## src/rtl/jtldtest_prog_arb.sv

```systemverilog
// jtldtest_prog_arb: arbitrates a downloader (writes) and a verifier (reads) onto one SDRAM programming port.
// Optional ack/rdy watchdog is built in when JTLDTEST_TIMEOUT_EN is defined.
module jtldtest_prog_arb #(
   parameter int BURST = 8,
   parameter int TOUT  = 255
) (
   input  logic        clk,
   input  logic        rst,
   input  logic        dl_req,
   input  logic [21:0] dl_addr,
   input  logic [15:0] dl_data,
   input  logic [1:0]  dl_mask,
   input  logic [1:0]  dl_ba,
   output logic        dl_done,
   input  logic        vr_req,
   input  logic [21:0] vr_addr,
   input  logic [1:0]  vr_ba,
   output logic        vr_done,
   output logic [15:0] vr_data,
   output logic [21:0] prog_addr,
   output logic [15:0] prog_data,
   output logic [1:0]  prog_mask,
   output logic [1:0]  prog_ba,
   output logic        prog_we,
   output logic        prog_rd,
   input  logic        prog_ack,
   input  logic        prog_rdy,
   input  logic [15:0] data_read,
   output logic        busy,
   output logic        tout_err
);

   localparam int BW = (BURST < 1) ? 1 : $clog2(BURST + 1);

   typedef enum logic [1:0] {
      ST_IDLE = 2'd0,
      ST_ACK  = 2'd1,
      ST_RDY  = 2'd2,
      ST_DONE = 2'd3
   } state_t;

   state_t        state_q, state_d;
   logic [21:0]   addr_q, addr_d;
   logic [15:0]   data_q, data_d;
   logic [1:0]    mask_q, mask_d;
   logic [1:0]    ba_q, ba_d;
   logic          we_q, we_d;
   logic          rd_q, rd_d;
   logic          dl_done_q, dl_done_d;
   logic          vr_done_q, vr_done_d;
   logic [15:0]   vr_data_q, vr_data_d;
   logic          busy_q, busy_d;
   logic          gnt_vr_q, gnt_vr_d;
   logic [BW-1:0] bcnt_q, bcnt_d;
   logic          pick_vr_s;
   logic          tout_hit_s;

   // The verifier only wins once the downloader has used up its burst allowance.
   assign pick_vr_s = vr_req & (~dl_req | (bcnt_q == BW'(BURST)));

`ifdef JTLDTEST_TIMEOUT_EN
   logic [7:0] tcnt_q, tcnt_d;
   logic       tout_err_q, tout_err_d;

   assign tout_hit_s = (tcnt_q == 8'(TOUT - 1));
   assign tout_err   = tout_err_q;
`else
   assign tout_hit_s = 1'b0;
   assign tout_err   = 1'b0;
`endif

   // Next-state and output computation for the arbitration FSM.
   always_comb begin
      state_d   = state_q;
      addr_d    = addr_q;
      data_d    = data_q;
      mask_d    = mask_q;
      ba_d      = ba_q;
      we_d      = we_q;
      rd_d      = rd_q;
      gnt_vr_d  = gnt_vr_q;
      bcnt_d    = bcnt_q;
      vr_data_d = vr_data_q;
      dl_done_d = 1'b0;
      vr_done_d = 1'b0;
`ifdef JTLDTEST_TIMEOUT_EN
      tcnt_d     = 8'd0;
      tout_err_d = tout_err_q;
`endif
      case (state_q)
         ST_IDLE: begin
            if (dl_req | vr_req) begin
               gnt_vr_d = pick_vr_s;
               state_d  = ST_ACK;
               if (pick_vr_s) begin
                  addr_d = vr_addr;
                  data_d = 16'h0000;
                  mask_d = 2'b00;
                  ba_d   = vr_ba;
                  we_d   = 1'b0;
                  rd_d   = 1'b1;
                  bcnt_d = {BW{1'b0}};
               end else begin
                  addr_d = dl_addr;
                  data_d = dl_data;
                  mask_d = dl_mask;
                  ba_d   = dl_ba;
                  we_d   = 1'b1;
                  rd_d   = 1'b0;
                  // Only grants that made the verifier wait count toward its turn.
                  bcnt_d = vr_req ? (bcnt_q + BW'(1)) : {BW{1'b0}};
               end
            end else begin
               state_d = ST_IDLE;
            end
         end
         ST_ACK: begin
            if (prog_ack) begin
               we_d    = 1'b0;
               rd_d    = 1'b0;
               state_d = ST_RDY;
            end else if (tout_hit_s) begin
               we_d      = 1'b0;
               rd_d      = 1'b0;
               vr_data_d = gnt_vr_q ? 16'hDEAD : vr_data_q;
               dl_done_d = ~gnt_vr_q;
               vr_done_d = gnt_vr_q;
               state_d   = ST_DONE;
`ifdef JTLDTEST_TIMEOUT_EN
               tout_err_d = 1'b1;
`endif
            end else begin
               state_d = ST_ACK;
`ifdef JTLDTEST_TIMEOUT_EN
               tcnt_d = tcnt_q + 8'd1;
`endif
            end
         end
         ST_RDY: begin
            if (prog_rdy) begin
               vr_data_d = gnt_vr_q ? data_read : vr_data_q;
               dl_done_d = ~gnt_vr_q;
               vr_done_d = gnt_vr_q;
               state_d   = ST_DONE;
            end else if (tout_hit_s) begin
               we_d      = 1'b0;
               rd_d      = 1'b0;
               vr_data_d = gnt_vr_q ? 16'hDEAD : vr_data_q;
               dl_done_d = ~gnt_vr_q;
               vr_done_d = gnt_vr_q;
               state_d   = ST_DONE;
`ifdef JTLDTEST_TIMEOUT_EN
               tout_err_d = 1'b1;
`endif
            end else begin
               state_d = ST_RDY;
`ifdef JTLDTEST_TIMEOUT_EN
               tcnt_d = tcnt_q + 8'd1;
`endif
            end
         end
         ST_DONE: begin
            state_d = ST_IDLE;
         end
         default: begin
            state_d = ST_IDLE;
         end
      endcase
      busy_d = (state_d != ST_IDLE);
   end

   // State and output registers with synchronous reset.
   always_ff @(posedge clk) begin
      if (rst) begin
         state_q   <= ST_IDLE;
         addr_q    <= 22'd0;
         data_q    <= 16'd0;
         mask_q    <= 2'd0;
         ba_q      <= 2'd0;
         we_q      <= 1'b0;
         rd_q      <= 1'b0;
         dl_done_q <= 1'b0;
         vr_done_q <= 1'b0;
         vr_data_q <= 16'd0;
         busy_q    <= 1'b0;
         gnt_vr_q  <= 1'b0;
         bcnt_q    <= {BW{1'b0}};
      end else begin
         state_q   <= state_d;
         addr_q    <= addr_d;
         data_q    <= data_d;
         mask_q    <= mask_d;
         ba_q      <= ba_d;
         we_q      <= we_d;
         rd_q      <= rd_d;
         dl_done_q <= dl_done_d;
         vr_done_q <= vr_done_d;
         vr_data_q <= vr_data_d;
         busy_q    <= busy_d;
         gnt_vr_q  <= gnt_vr_d;
         bcnt_q    <= bcnt_d;
      end
   end

`ifdef JTLDTEST_TIMEOUT_EN
   // Watchdog counter and sticky error flag.
   always_ff @(posedge clk) begin
      if (rst) begin
         tcnt_q     <= 8'd0;
         tout_err_q <= 1'b0;
      end else begin
         tcnt_q     <= tcnt_d;
         tout_err_q <= tout_err_d;
      end
   end
`endif

   assign prog_addr = addr_q;
   assign prog_data = data_q;
   assign prog_mask = mask_q;
   assign prog_ba   = ba_q;
   assign prog_we   = we_q;
   assign prog_rd   = rd_q;
   assign dl_done   = dl_done_q;
   assign vr_done   = vr_done_q;
   assign vr_data   = vr_data_q;
   assign busy      = busy_q;

endmodule
```

## config.mk

```make
export PLATFORM = sky130hd
export DESIGN_NAME = jtldtest_prog_arb
export DESIGN_NICKNAME = d
export VERILOG_FILES = /design/src/rtl/jtldtest_prog_arb.sv
export SDC_FILE = /design/constraint.sdc
export NUM_CORES = 1
export LEC_CHECK = 0
export CAP_MARGIN = 30
export CELL_PAD_IN_SITES_DETAIL_PLACEMENT = 1
export CELL_PAD_IN_SITES_GLOBAL_PLACEMENT = 1
export CORE_ASPECT_RATIO = 0.5
export CORE_MARGIN = 8
export CORE_UTILIZATION = 30
export CTS_CLUSTER_DIAMETER = 120
export CTS_CLUSTER_SIZE = 28
export DETAILED_ROUTE_END_ITERATION = 10
export PLACE_DENSITY_LB_ADDON = 0.1
export SLEW_MARGIN = 10
export SYNTH_ARGS = -nofsm -noshare
export SYNTH_HDL_FRONTEND = slang
export SYNTH_SLANG_ARGS = --single-unit
```

## constraint.sdc

```tcl
create_clock -name clk -period 3.8 [get_ports clk]
set_input_delay 1.14 -clock clk [delete_from_list [all_inputs] [get_ports clk]]
set_output_delay 1.14 -clock clk [all_outputs]
set_load 0.05 [all_outputs]
```

Cell outlines without signal wires:
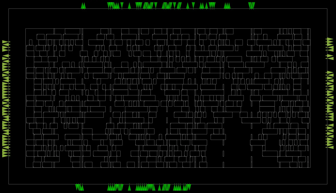
FILL cells: 1100
count of flip-flops and latches: 70

Clock network drawn from the DEF:
The bar under the picture is 50 µm long.
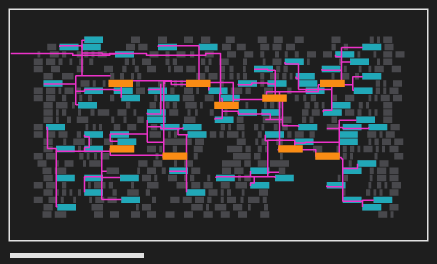
[cyan] flip-flops | count: 70
[magenta] clock wires | length: 998 µm
[orange] clock-net drivers | count: 9
routed clock nets: 10
worst skew pair latency: 330 ps
Layout Skew: 5.06 ps
Clk. pwr: 0.925 mW
clock network power share: 38.9%

Sizing map:
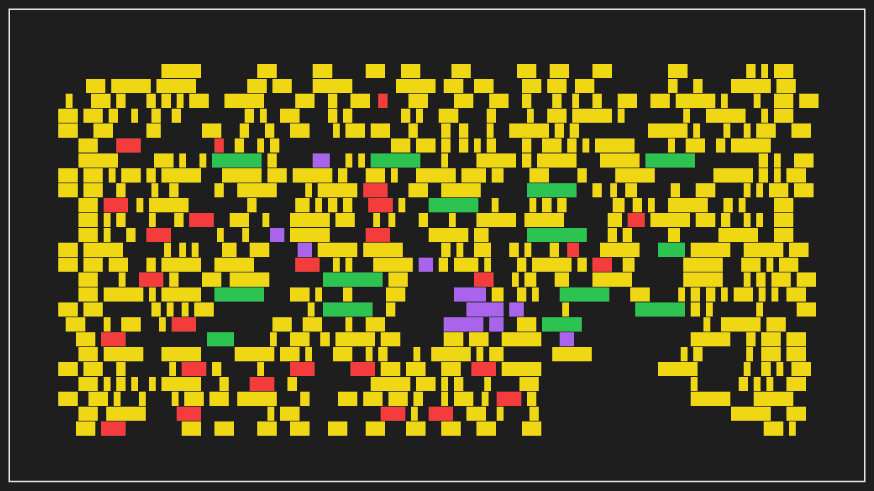
[red] x2 | cells: 27 | share: 5.5%
[green] x6 and larger | cells: 14 | share: 2.9%
[purple] x3 and x4 | cells: 10 | share: 2.0%
[yellow] x1 and smaller | cells: 438 | share: 90%
non-clock buffer instance count of the final layout: 156
layout-stage area growth over the synthesis result: 64.0%
final design area excluding fillers: 0.00481 mm²
setup slack of the critical path after layout: 1090 ps

Signal metal coverage by tile:
The die is cut into 31 by 17 equal tiles; dark blue is low, red is high, scaled to the fullest tile. Values are wire area over tile area, all layers added.
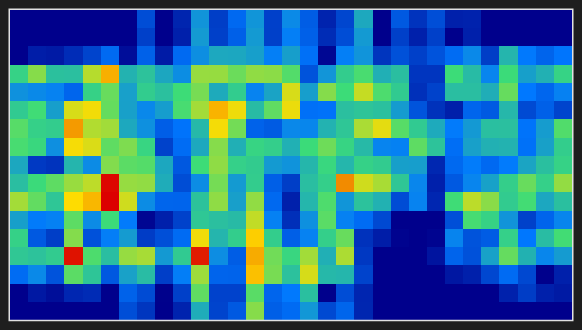
fullest tile: 0.42
nearly empty tiles: 14%
emptiest ninth of the die: south-east
mean over tiles: 0.13
final WL: 10800 µm
Via Count: 3003
post-DR wirelength/cell: 17.2 µm

==> flow_metrics.env <==
# physical design summary
export IMPL_worst_hold_path_type="reg -> reg"
export IMPL_crit_end="prog_addr[1]"
export IMPL_drive_gt1_share_pct=10.4
export IMPL_ys_sh_xor_pct=0
export IMPL_critical_path_top_delay_family="buffers and inverters"
export IMPL_drt_vias_per_instance=4.81
export IMPL_worstSetupPathType="in -> reg"
export IMPL_setup_tns_final_ps=0
export IMPL_combinational_area_mm2=0.00135
export IMPL_post_route_period_util_pct=71.2
export IMPL_hold_buffers=0
export IMPL_p_sw_share_pct=30.8
export IMPL_grt_setup_unrepaired="no"
export IMPL_via_count_of_the_first_global_routing_pass=3348
export IMPL_die_area_mm2=0.0134
export IMPL_yosys_area_share_adder_pct=0.853
export IMPL_ys_area_mm2=0.00294
export IMPL_cts_inserted_buffers=9
export IMPL_clk_root_buffer_cell="sky130_fd_sc_hd__clkbuf_16"
export IMPL_finalHoldWorstSlack_ps=453
export IMPL_ff_latch_area_mm2=0.00140
export IMPL_synth_top_cells_by_area="sky130_fd_sc_hd__dfxtp_1, sky130_fd_sc_hd__a21oi_1, sky130_fd_sc_hd__nand2_1, sky130_fd_sc_hd__a211oi_2, sky130_fd_sc_hd__nand3_1"
export IMPL_ys_flop_type="sky130_fd_sc_hd__dfxtp_1"
export IMPL_design_core_area_mm2=0.00948
export IMPL_core_util_floorplan_pct=31.0
export IMPL_clock_path_buffers=2
export IMPL_floorplan_die_width_um=156
export IMPL_top_area_cell_class="non-clock buffers"
export IMPL_critical_path_reg2reg_startpoint="bcnt_q[0]"
export IMPL_worstSetupEndpointType="flip-flop"
export IMPL_max_vdd_drop_mv=0.203
export IMPL_largest_reg_flops=22
export IMPL_timing_critical_path_fanout_max=22
export IMPL_power_report_internal_total_mw=1.65
export IMPL_cp_data_required_time_ps=4040
export IMPL_maxCapViolCount=0
export IMPL_finalSetupViolCount=0
export IMPL_enable_flop_cells=0
export IMPL_placed_cells_incl_taps=608
export IMPL_post_route_min_period_ps=2710
export IMPL_post_dp_cell_area_mm2=0.00448
export IMPL_routedLengthMet1_um=4470
export IMPL_drtAntennaViolNets=0
export IMPL_synthesis_area_per_instance_um2=8.46
export IMPL_share_of_the_yosys_chip_area_belonging_to_registers_pct=47.7
export IMPL_worst_path_max_delay_cell="sky130_fd_sc_hd__clkdlybuf4s50_1"
export IMPL_num_rows=25
export IMPL_ys_cells=347
export IMPL_yosysWarnings=0
export IMPL_clkCellAreaFrac_pct=6.94
export IMPL_detailroute_wirelength_met2_um=5330
export IMPL_dr_max_layer_used="met4"
export IMPL_log_warning_count=27
export IMPL_fin_util_pct=50.8
export IMPL_dominant_power_group="the clock network"
export IMPL_worst_slew_pin_transition_ps=730
export IMPL_floorplan_io_pins=152
export IMPL_n_tap_cell=135
export IMPL_cellLeakagePower_nw=1.75
export IMPL_worst_hold_path_endpoint="prog_data[3]"
export IMPL_grtUsageTotal_pct=16.0
export IMPL_startpoint_type="input port"
export IMPL_synth_cells=347
export IMPL_antenna_cells_inserted=0
export IMPL_outcome="finished, final reports clean"
Power is estimated from default activity; no workload was simulated.
